run_1/clock_map.png
The bar under the picture is 20 um long.
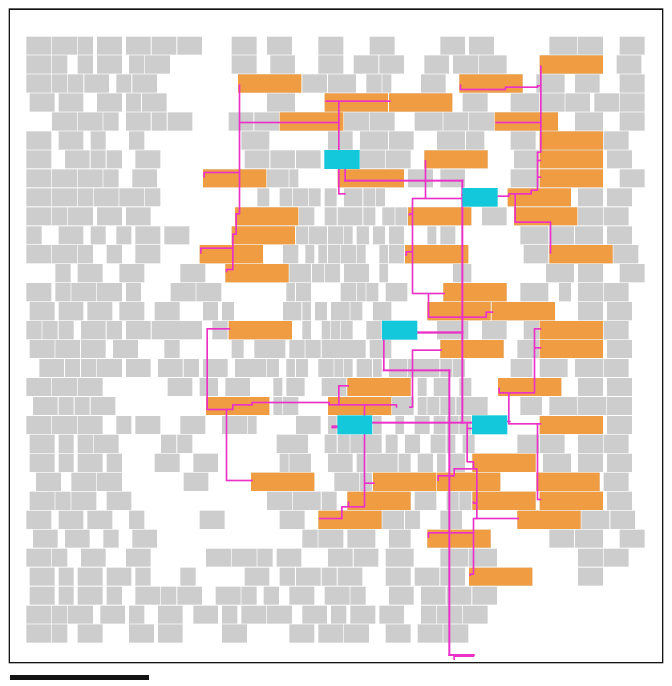
run_1/cell_classes.png
Fill, decap, tap and diode cells in grey.
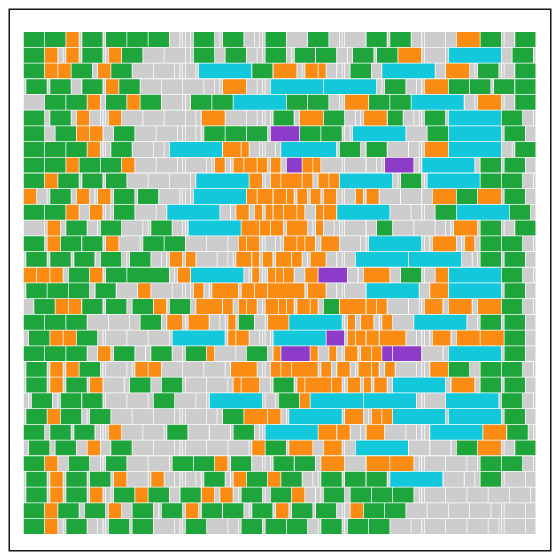
run_1/pins.png
Pins as bars across the die edge, other pins in grey.
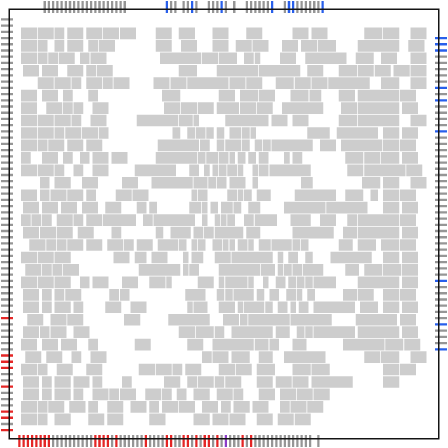
run_1/final_placement.png
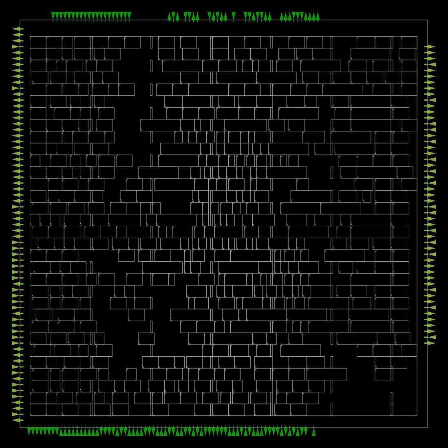
[src/rtl/axi4_burst_master.sv]
// rtl/axi4_burst_master.sv - single-outstanding AXI4 burst initiator (write/read, len+1 beats)
// Optional 4KB-boundary command rejection: define AXI4_MASTER_4K_CHECK_EN.
module axi4_burst_master #(
  parameter int DATA_WIDTH = 32,
  parameter int ADDR_WIDTH = 16
) (
  input  logic                  ACLK,
  input  logic                  ARESET,
  input  logic                  cmd_valid,
  output logic                  cmd_ready,
  input  logic                  cmd_write,
  input  logic [ADDR_WIDTH-1:0] cmd_addr,
  input  logic [7:0]            cmd_len,
  input  logic [2:0]            cmd_size,
  input  logic [DATA_WIDTH-1:0] wr_data,
  input  logic                  wr_valid,
  output logic                  wr_ready,
  output logic [DATA_WIDTH-1:0] rd_data,
  output logic                  rd_valid,
  output logic                  rd_last,
  input  logic                  rd_ready,
  output logic                  done,
  output logic [1:0]            done_resp,
  output logic                  done_err,
  output logic [ADDR_WIDTH-1:0] AWADDR,
  output logic [7:0]            AWLEN,
  output logic [2:0]            AWSIZE,
  output logic                  AWVALID,
  input  logic                  AWREADY,
  output logic [DATA_WIDTH-1:0] WDATA,
  output logic                  WLAST,
  output logic                  WVALID,
  input  logic                  WREADY,
  input  logic [1:0]            BRESP,
  input  logic                  BVALID,
  output logic                  BREADY,
  output logic [ADDR_WIDTH-1:0] ARADDR,
  output logic [7:0]            ARLEN,
  output logic [2:0]            ARSIZE,
  output logic                  ARVALID,
  input  logic                  ARREADY,
  input  logic [DATA_WIDTH-1:0] RDATA,
  input  logic [1:0]            RRESP,
  input  logic                  RLAST,
  input  logic                  RVALID,
  output logic                  RREADY
);

  typedef enum logic [2:0] {
    S_IDLE, S_WADDR, S_WDATA, S_WRESP, S_RADDR, S_RDATA, S_DONE
  } state_t;

  localparam logic [2:0] MAX_SIZE = 3'($clog2(DATA_WIDTH / 8));

  state_t                  state_q;
  logic [ADDR_WIDTH-1:0]   addr_q;
  logic [7:0]              len_q;
  logic [7:0]              cnt_q;
  logic [2:0]              size_q;
  logic                    cmd_ready_q;
  logic                    awvalid_q;
  logic                    arvalid_q;
  logic                    bready_q;
  logic                    done_q;
  logic                    err_q;
  logic [1:0]              resp_q;

  logic in_wdata, in_rdata, last_beat, w_hs, r_hs, cross_4k, reject;

  assign in_wdata  = (state_q == S_WDATA);
  assign in_rdata  = (state_q == S_RDATA);
  assign last_beat = (cnt_q == len_q);
  assign w_hs      = in_wdata && wr_valid && WREADY;
  assign r_hs      = in_rdata && RVALID && rd_ready;

`ifdef AXI4_MASTER_4K_CHECK_EN
  if (ADDR_WIDTH > 12) begin : g_4k
    localparam int EW = ADDR_WIDTH + 16;
    logic [EW-1:0] end_addr;
    // Widened so that running past the top of the address space shows up in the upper bits.
    assign end_addr = EW'(cmd_addr) + (EW'({1'b0, cmd_len} + 9'd1) << cmd_size) - EW'(1);
    assign cross_4k = (end_addr[EW-1:ADDR_WIDTH] != '0) ||
                      (end_addr[ADDR_WIDTH-1:12] != cmd_addr[ADDR_WIDTH-1:12]);
  end else begin : g_no_4k
    assign cross_4k = 1'b0;
  end
`else
  assign cross_4k = 1'b0;
`endif

  assign reject = (cmd_size > MAX_SIZE) || cross_4k;

  always_ff @(posedge ACLK or posedge ARESET) begin
    if (ARESET) begin
      state_q     <= S_IDLE;
      addr_q      <= '0;
      len_q       <= '0;
      size_q      <= '0;
      cnt_q       <= '0;
      cmd_ready_q <= 1'b1;
      awvalid_q   <= 1'b0;
      arvalid_q   <= 1'b0;
      bready_q    <= 1'b0;
      done_q      <= 1'b0;
      resp_q      <= '0;
      err_q       <= 1'b0;
    end else begin
      done_q <= 1'b0;
      case (state_q)
        S_IDLE: begin
          if (cmd_valid) begin
            addr_q      <= cmd_addr;
            len_q       <= cmd_len;
            size_q      <= cmd_size;
            cnt_q       <= '0;
            resp_q      <= '0;
            err_q       <= 1'b0;
            cmd_ready_q <= 1'b0;
            if (reject) begin
              err_q   <= 1'b1;
              done_q  <= 1'b1;
              state_q <= S_DONE;
            end else if (cmd_write) begin
              awvalid_q <= 1'b1;
              state_q   <= S_WADDR;
            end else begin
              arvalid_q <= 1'b1;
              state_q   <= S_RADDR;
            end
          end
        end
        S_WADDR: begin
          if (AWREADY) begin
            awvalid_q <= 1'b0;
            state_q   <= S_WDATA;
          end
        end
        S_WDATA: begin
          if (w_hs) begin
            cnt_q <= cnt_q + 8'd1;
            if (last_beat) begin
              bready_q <= 1'b1;
              state_q  <= S_WRESP;
            end
          end
        end
        S_WRESP: begin
          if (BVALID) begin
            bready_q <= 1'b0;
            resp_q   <= BRESP;
            done_q   <= 1'b1;
            state_q  <= S_DONE;
          end
        end
        S_RADDR: begin
          if (ARREADY) begin
            arvalid_q <= 1'b0;
            state_q   <= S_RDATA;
          end
        end
        S_RDATA: begin
          if (r_hs) begin
            cnt_q <= cnt_q + 8'd1;
            if (RRESP > resp_q) resp_q <= RRESP;
            if (RLAST != last_beat) err_q <= 1'b1;
            // The beat count, not RLAST, ends the burst.
            if (last_beat) begin
              done_q  <= 1'b1;
              state_q <= S_DONE;
            end
          end
        end
        S_DONE: begin
          cmd_ready_q <= 1'b1;
          state_q     <= S_IDLE;
        end
        default: begin
          cmd_ready_q <= 1'b1;
          state_q     <= S_IDLE;
        end
      endcase
    end
  end

  assign cmd_ready = cmd_ready_q & ~ARESET;
  assign AWADDR    = addr_q;
  assign AWLEN     = len_q;
  assign AWSIZE    = size_q;
  assign AWVALID   = awvalid_q;
  assign ARADDR    = addr_q;
  assign ARLEN     = len_q;
  assign ARSIZE    = size_q;
  assign ARVALID   = arvalid_q;
  assign BREADY    = bready_q;
  assign WDATA     = in_wdata ? wr_data : '0;
  assign WVALID    = in_wdata & wr_valid;
  assign WLAST     = in_wdata & last_beat;
  assign wr_ready  = in_wdata & WREADY;
  assign rd_data   = in_rdata ? RDATA : '0;
  assign rd_valid  = in_rdata & RVALID;
  assign rd_last   = in_rdata & last_beat;
  assign RREADY    = in_rdata & rd_ready;
  assign done      = done_q;
  assign done_resp = resp_q;
  assign done_err  = err_q;

endmodule

[config.mk]
export PLATFORM = sky130hd
export DESIGN_NAME = axi4_burst_master
export DESIGN_NICKNAME = d
export VERILOG_FILES = /design/src/rtl/axi4_burst_master.sv
export SDC_FILE = /design/constraint.sdc
export NUM_CORES = 1
export LEC_CHECK = 0
export CORE_MARGIN = 2
export CORE_UTILIZATION = 37
export CTS_BUF_LIST = sky130_fd_sc_hd__clkbuf_2 sky130_fd_sc_hd__clkbuf_4 sky130_fd_sc_hd__clkbuf_8
export CTS_CLUSTER_DIAMETER = 40
export DETAILED_ROUTE_END_ITERATION = 8
export PLACE_DENSITY = 0.88
export SYNTH_ARGS = -nofsm -noshare
export SYNTH_HDL_FRONTEND = slang
export SYNTH_SLANG_ARGS = --single-unit
[constraint.sdc]
create_clock -name ACLK -period 3.31 [get_ports ACLK]
set_input_delay 0.331 -clock ACLK [delete_from_list [all_inputs] [get_ports ACLK]]
set_output_delay 0.331 -clock ACLK [all_outputs]
set_load 0.005 [all_outputs]
==> run summary, run 1 <==
yosys + openroad results -> total chip power=between 3000 and 4000 uW, DR vias=~3000, Hold Vio Cnt, Final=0, number of enable flip-flop cells=0, Power Dens Cells=716 nW/um2, Root Driver=clkbuf_8, MaxCap Viol Count=0, top cell type by total area after synthesis=dfrtp_1, Synth Warn #=0, ys flops=roughly 46, Worst Tran Pin Value=0.937 ns, wire per inst=around 16 um, dpl hpwl=about 8 mm, mux cell area share after synthesis=between 10 and 15%, vias in the first global route=roughly 3000, clk buf depth=2, crit start category=register, status=completed, adder-cell share of the synthesized area=under 10%, WL final=9.99 mm, placed insts=~620, RSZ-0062 raised after global routing=false, pins over their slew limit=0, R2R Setup Slk=approximately 0.94 ns, synthesized cell area=about 3000 um2, gr usage total=22.1%, Die Area=around 8700 um2, Setup CP Type=reg -> out, first-pass GRT wire length=roughly 15 mm, Setup Buffers After CTS=0, Top Layer Used=met4, top cells, area=dfrtp_1 (38%), and2_1 (15%), mux2_2 (11%), relative slew slack=between 30% and 40%, yosys xor share=2.66%, final setup vio count=0, syn avg cell area=about 9.5 um2, Async SR Flop Fraction=100%, r2r startpoint=state_q[0]$_DFFE_PP0P_, Setup TNS Final=0 ns, Dominant comb cell=simple AND/OR/NAND/NOR gates, WL met1=3.51 mm, hold wc startpoint=cmd_ready_q$_DFFE_PP1P_, crit-path max FO=30, required time of the critical path=between 2 and 3 ns, Seq share, synth=between 30% and 40%, Final period util=81.0%, DR DRC count=0, worst setup path start=state_q[0]$_DFFE_PP0P_, fin worst setup slack=approximately 0.63 ns, largest net degree at the start of global routing=roughly 47, grt ovf=0, DR iter-0 viols=224, pre-CTS WS=around 0.93 ns, clock-pin slew on the worst setup and hold paths=approximately 0.080 ns, layout cells sized above 1=under 10%, Final #Nets=about 630, reg2reg path depth=6, CTS tree=yes, count of tool warnings=26, Yosys Instances=about 310, VDD IR max=about 0.48 mV, Leak=0.00213 uW, placer's final routability congestion estimate=between 0.9 and 1, Top-area cell share=38.0%, fill count=597, layer with the highest usage=met2, TritonCTS buffer count=5, Max H-tree Level=2, hold-fix buffers at CTS=0, GR met2 Demand/Resource=40.9%, met3 Use GR=roughly 7.4%, crit path DAT=roughly 2.4 ns, Worst Skew=~0.0055 ns, WL met3=around 970 um, Ports=between 200 and 250, Initial Util=about two fifths, met1 Use GR=23.1%, Layout area overhead=79.9%, synthesis area per yosys=2960 um2, Top cells excl fill/tap=clkdlybuf4s50_1 (238), and2_1 (70), dfrtp_1 (45), Clock Sinks=~46, vias per std cell=roughly 4.8, Mapped Cells=313, r2r endpoint=cnt_q[3]$_DFFE_PP0P_, met2 WL post-DR=around 5.3 mm, aoi share=11.7%, Distinct cells, synth=38, main flop type=dfrtp_1, antenna cells=0, minimum clock period=~2.7 ns, Basic Gates by Area=about a quarter, fmax=~0.37 GHz, Top cell excl fill/tap=clkdlybuf4s50_1, Initial DRT Pass Iterations=4, syn nets=approximately 420, Worst Setup EP=WDATA[13], crit end category=primary output, remaining antenna violation count=0, initial antenna violation count=0, CTS resizes=0, Hold WC Path Type=reg -> reg, WHS Path Cells=2, end of the worst hold path=cmd_ready_q$_DFFE_PP1P_
Back to the opening pictures, clock_map.png:
Key: clock wires = magenta [length 526 um]; flip-flops = orange [count 46]; cells driving clock nets = cyan [count 5]
There are 6 routed clock nets.
Clk Latency, worst-skew pair: 0.30 ns
clk pwr: 338 uW

Back to the opening pictures, cell_classes.png:
Key: clock drivers and dummy loads = purple [cells 8, share of their area 1.7%]; all other logic = orange [cells 224, share of their area 29%]; other buffers and delay cells = green [cells 243, share of their area 47%]; flip-flops = cyan [cells 46, share of their area 22%]
final instance area: 5330 um2
# rows: 32
Core ar.: 7730 um2
fraction of area in registers: 21.6%

Back to the opening pictures, pins.png:
Key: `rd_data` = red [pins 32, direction output, edge 24 south, 8 west]; `rd_last` = purple [pins 1, direction output, edge south]; `ARADDR` = blue [pins 16, direction output, edge 9 east, 7 north]
All pins by edge: 71 south, 67 west, 51 east, 50 north.
DIE WIDTH: 93.5 um
Die Y: 93.5 um
IO Port Bufs: 238

Back to the opening pictures, final_placement.png:
Tapcells: 102
non-filler cells, final: 623

run 1: synth_stat cells (all sizes together) (2+ instances only):
cell type and number:
and2 70, dfrtp 45, buf 34, mux2 28, o21ai 18, a21oi 13
nor2 13, nand2 11, clkbuf 9, xnor2 9, inv 8, a31oi 7
nor2b 6, nand2b 5, nand3 5, o31ai 5, and3 3, ha 3
a21o 2, mux2i 2, nand4 2, nor3 2, o2bb2ai 2
run 1: where the power goes:
| part | leakage (uW) | internal [uW] | switching [uW] |
|---|---|---|---|
| Clock | 0.0000441 | 148 | 190 |
| Sequential | 0.000565 | 803 | 245 |
| Combinational | 0.00152 | 1580 | 851 |
| Total | 0.00213 | 2530 | 1290 |
run 1: area by class of cell:
type	instances	area [um2]	area share, %
repair buffers	243	2430	45.6
multi-input cells	216	1500	28.1
flip-flops and latches	46	1150	21.6
well taps	102	128	2.39
clock buffers	5	68.8	1.29
inverters	8	30.0	0.563
clock inverters	3	21.3	0.399
run 1: critical path, stage by stage (launching register included):
cell             delay, ns
dfrtp_1               0.60
nor3b_2               0.57
buf_12                0.22
and2_1                0.15
clkdlybuf4s50_1       0.50
run 1: state kept, by name, indices dropped and copies added, names as in the netlist:
register / cells
done: 1
ARLEN: 8
cmd_ready_q: 1
cnt_q: 8
done_err: 1
BREADY: 1
ARVALID: 1
ARADDR: 16
done_resp: 2
ARSIZE: 3
state_q: 3
AWVALID: 1
run 1: metrics by stage:
stage	utilization [%]	area, um2	hold WS [ns]
floorplan	-	2960	0.417
finish	69.0	5330	0.511
global placement	67.8	5240	0.494
detailed placement	67.8	5240	0.499
CTS	69.0	5330	0.516
global route	69.0	5330	0.533
run_1/metal_stack.png
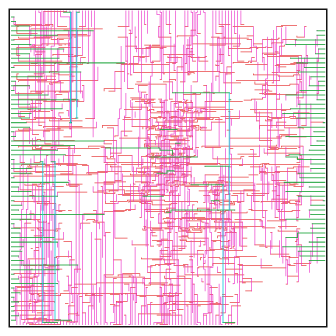

## Run 2: what changed since run 1
Settings changed: CORE_UTILIZATION 37 to 31, PLACE_DENSITY 0.88 to 0.79.
Clock period 3.31 ns to 2.45 ns, I/O delays scaled along.
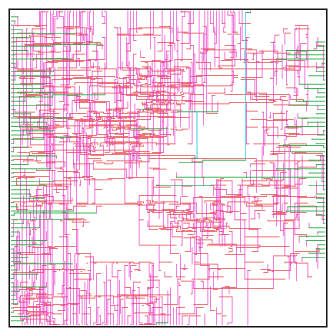
run_2/metal_stack.png
Key: met3 = green [wire length 957 um]; met1 = red [wire length 3870 um]; met2 = magenta [wire length 5320 um]; met4 = cyan [wire length 62.6 um]

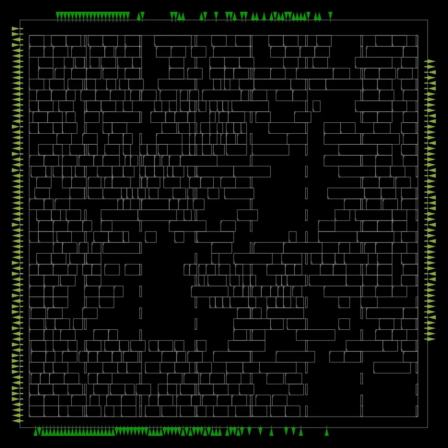
run_2/final_placement.png
end-of-flow core utilization: 59.4%
non-filler cells, final: 661
Core ar.: 9240 um2

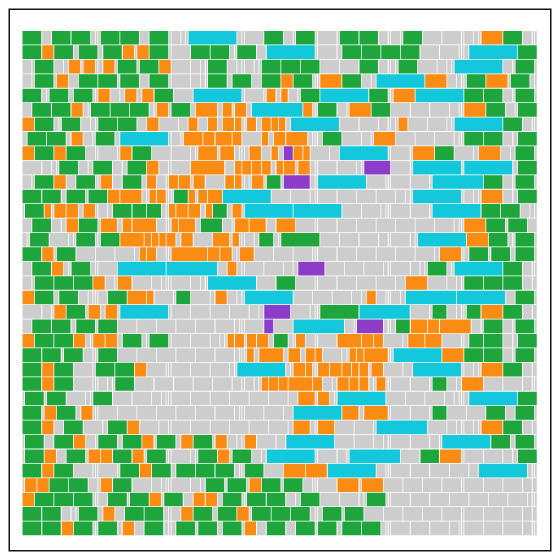
run_2/cell_classes.png
Fill, decap, tap and diode cells in grey.
Key: other buffers and delay cells = green [cells 255, share of their area 48%]; all other logic = orange [cells 224, share of their area 29%]; flip-flops = cyan [cells 46, share of their area 22%]; clock drivers and dummy loads = purple [cells 7, share of their area 1.5%]

==> run 2 against run 1 <==
Compared with the run above:
- combinational power increased by 41%
- synthesized cell count unchanged
- die area increased by 18%
==> run summary, run 2 <==
yosys + openroad results -> Layout area overhead=85.2%, Worst path max stage delay=approximately 0.52 ns, gr usage total=roughly a fifth, CP delay by family, top=buffers and inverters, WL final=10.2 mm, Root Driver=clkbuf_8, crit path DAT=slightly above 2 ns, RSZ-0062 raised after global routing=false, top cells, area=dfrtp_1 (38%), and2_1 (15%), mux2_2 (11%), MaxCap Viol Count=0, IO Port Bufs=between 200 and 250, syn avg cell area=9.47 um2, status=completed, fraction of area in registers=around a fifth, DIE WIDTH=between 100 and 150 um, placer's final routability congestion estimate=about 0.86, Setup CP Type=reg -> out, Hold Vio Cnt, Final=0, max reg flops=16, WP buf/inv=2, fill count=between 700 and 800, largest net degree at the start of global routing=38, Clock Sinks=~46, relative slew slack=~62%, Top cells excl fill/tap=clkdlybuf4s50_1 (238), and2_1 (70), dfrtp_1 (38), required time of the critical path=about 2.2 ns, CTS tree=yes, final setup vio count=0, Seq share, synth=38.9%, Worst Tran Pin Value=between 0.5 and 0.6 ns, number of enable flip-flop cells=0, r2r endpoint=ARLEN[7]$_DFFE_PP0P_, Yosys Instances=roughly 310, Top class by area=buffers, Final #Nets=642, crit end category=primary output, worst setup path start=state_q[0]$_DFFE_PP0P_, Setup Buffers After CTS=0, Initial Util=32.1%, fmax=0.437 GHz, # rows=35, Signal buf overhead=46.3%, synthesis area per yosys=2960 um2, clock-pin slew on the worst setup and hold paths=~0.09 ns, top cell type by total area after synthesis=dfrtp_1, DR iter-0 viols=between 90 and 100, Clock-cell share=1.44%, Flop area=1160 um2, combinational share of cell area=between 20% and 30%, multi-input gate count=~220, clk buf depth=2, minimum clock period=2.29 ns, syn nets=approximately 420, vias in the first global route=~3000, hold-fix buffers at CTS=0, Max H-tree Level=2, Post-synth top cells=and2_1 (70), dfrtp_1 (45), buf_4 (28), mux2_2 (28), o21ai_0 (15), Comb area=around 1500 um2, count of tool warnings=26, grt ovf=0, TritonCTS buffer count=5, initial antenna violation count=0, crit-path max FO=35, Die Y=around 100 um, dpl hpwl=about 8.2 mm, Clk Latency, worst-skew pair=roughly 0.29 ns, Setup TNS Final=0 ns, crit-path cells=nor3b_4 > buf_4 > and2_1 > clkdlybuf4s50_1, Async SR Flop Fraction=100%, vias per std cell=4.52, Power Dens Cells=between 900 and 1000 nW/um2, synthesized cell area=between 2000 and 3000 um2, r2r startpoint=state_q[2]$_DFFE_PP0P_, Tapcells=between 100 and 150, Die Area=a little over 10000 um2, Hold WC Path Type=in -> async, DR DRC count=0, layout cells sized above 1=13.3%, critical path's slowest cell=clkdlybuf4s50_1, ys flops=46, Top cell excl fill/tap=clkdlybuf4s50_1, Initial DRT Pass Iterations=4, DR vias=2990, inverter count=8, Synth top cell by count=and2_1, Mapped Cells=between 300 and 400, flop count=46, main flop type=dfrtp_1, pins over their slew limit=0, VDD IR max=0.461 mV, clkbuf count=5, Leak=~0.0022 uW, reg2reg path depth=5, first-pass GRT wire length=15.3 mm, Top-area cell share=between 30% and 40%, R2R Setup Slk=0.49 ns, CTS resizes=0, Synth Warn #=0, antenna cells=0, Non-clock buffers=~260, Ports=239, remaining antenna violation count=0, crit start category=register, wire per inst=roughly 15 um, Worst Skew=0.00822 ns, Distinct cells, synth=38, Final period util=between 90 and 100%
run 2: through the flow:
step                      std cells  hold WS (ns)  power (uW)  instance area (um2)  worst slack [ns]
after CTS                       654         0.331        5270                 5410            0.0690
after global placement          647         0.485        4740                 5330             0.424
after global routing            661         0.356        5670                 5490            0.0119
after detailed placement        647         0.489        4790                 5330             0.372
after floorplan                 313         0.331        3050                 2960             0.715
final                           661         0.314        5260                 5490             0.159
run 2: power breakdown:
group	internal [uW]	leakage, uW	switching, uW
clock	192	0.0000438	247
sequential	1090	0.000556	302
combinational	2200	0.00159	1220
run 2: worst reg2reg max path, delay by kind of cell (launching register included):
kind	cells	cell delay, ns
buffers and inverters	2	0.45
multiplexers	1	0.37
flip-flops	1	0.48
AND/OR/NAND/NOR	2	0.55
run 2: worst max-delay path by stage:
stage,to,slack (ns),cells past startpoint
2_1_floorplan,ARADDR[10]$_DFFE_PP0P_,0.72,6
3_3_place_gp,WLAST,0.42,5
3_5_place_dp,done_resp[0]$_DFFE_PP0P_,0.37,8
4_1_cts,rd_last,0.07,6
5_1_grt,rd_last,0.01,6
6_report,WVALID,0.16,4
run 2: layer usage:
| layer | global-route usage, % | wire length, um | part of all wire (%) | vias to the layer above |
|---|---|---|---|---|
| met5 | 0 | 0 | 0 | - |
| met4 | 3.12 | 62 | 0.61 | 0 |
| met3 | 6.42 | 956 | 9.4 | 4 |
| met2 | 34.1 | 5320 | 52 | 141 |
| met1 | 21.4 | 3870 | 38 | 1384 |
| li1 | - | - | - | 1461 |
run 2: logic make-up after synthesis:
kind of cell | share of synthesized area [%]
flops | 38.9
mux | 11.3
compound gates | 11.7
simple gates | 23.5
buf+inv | 10.7
xor+xnor | 2.66
fa+ha+maj | 1.27
No activity file was given, so power comes from the tool's default toggle rates.
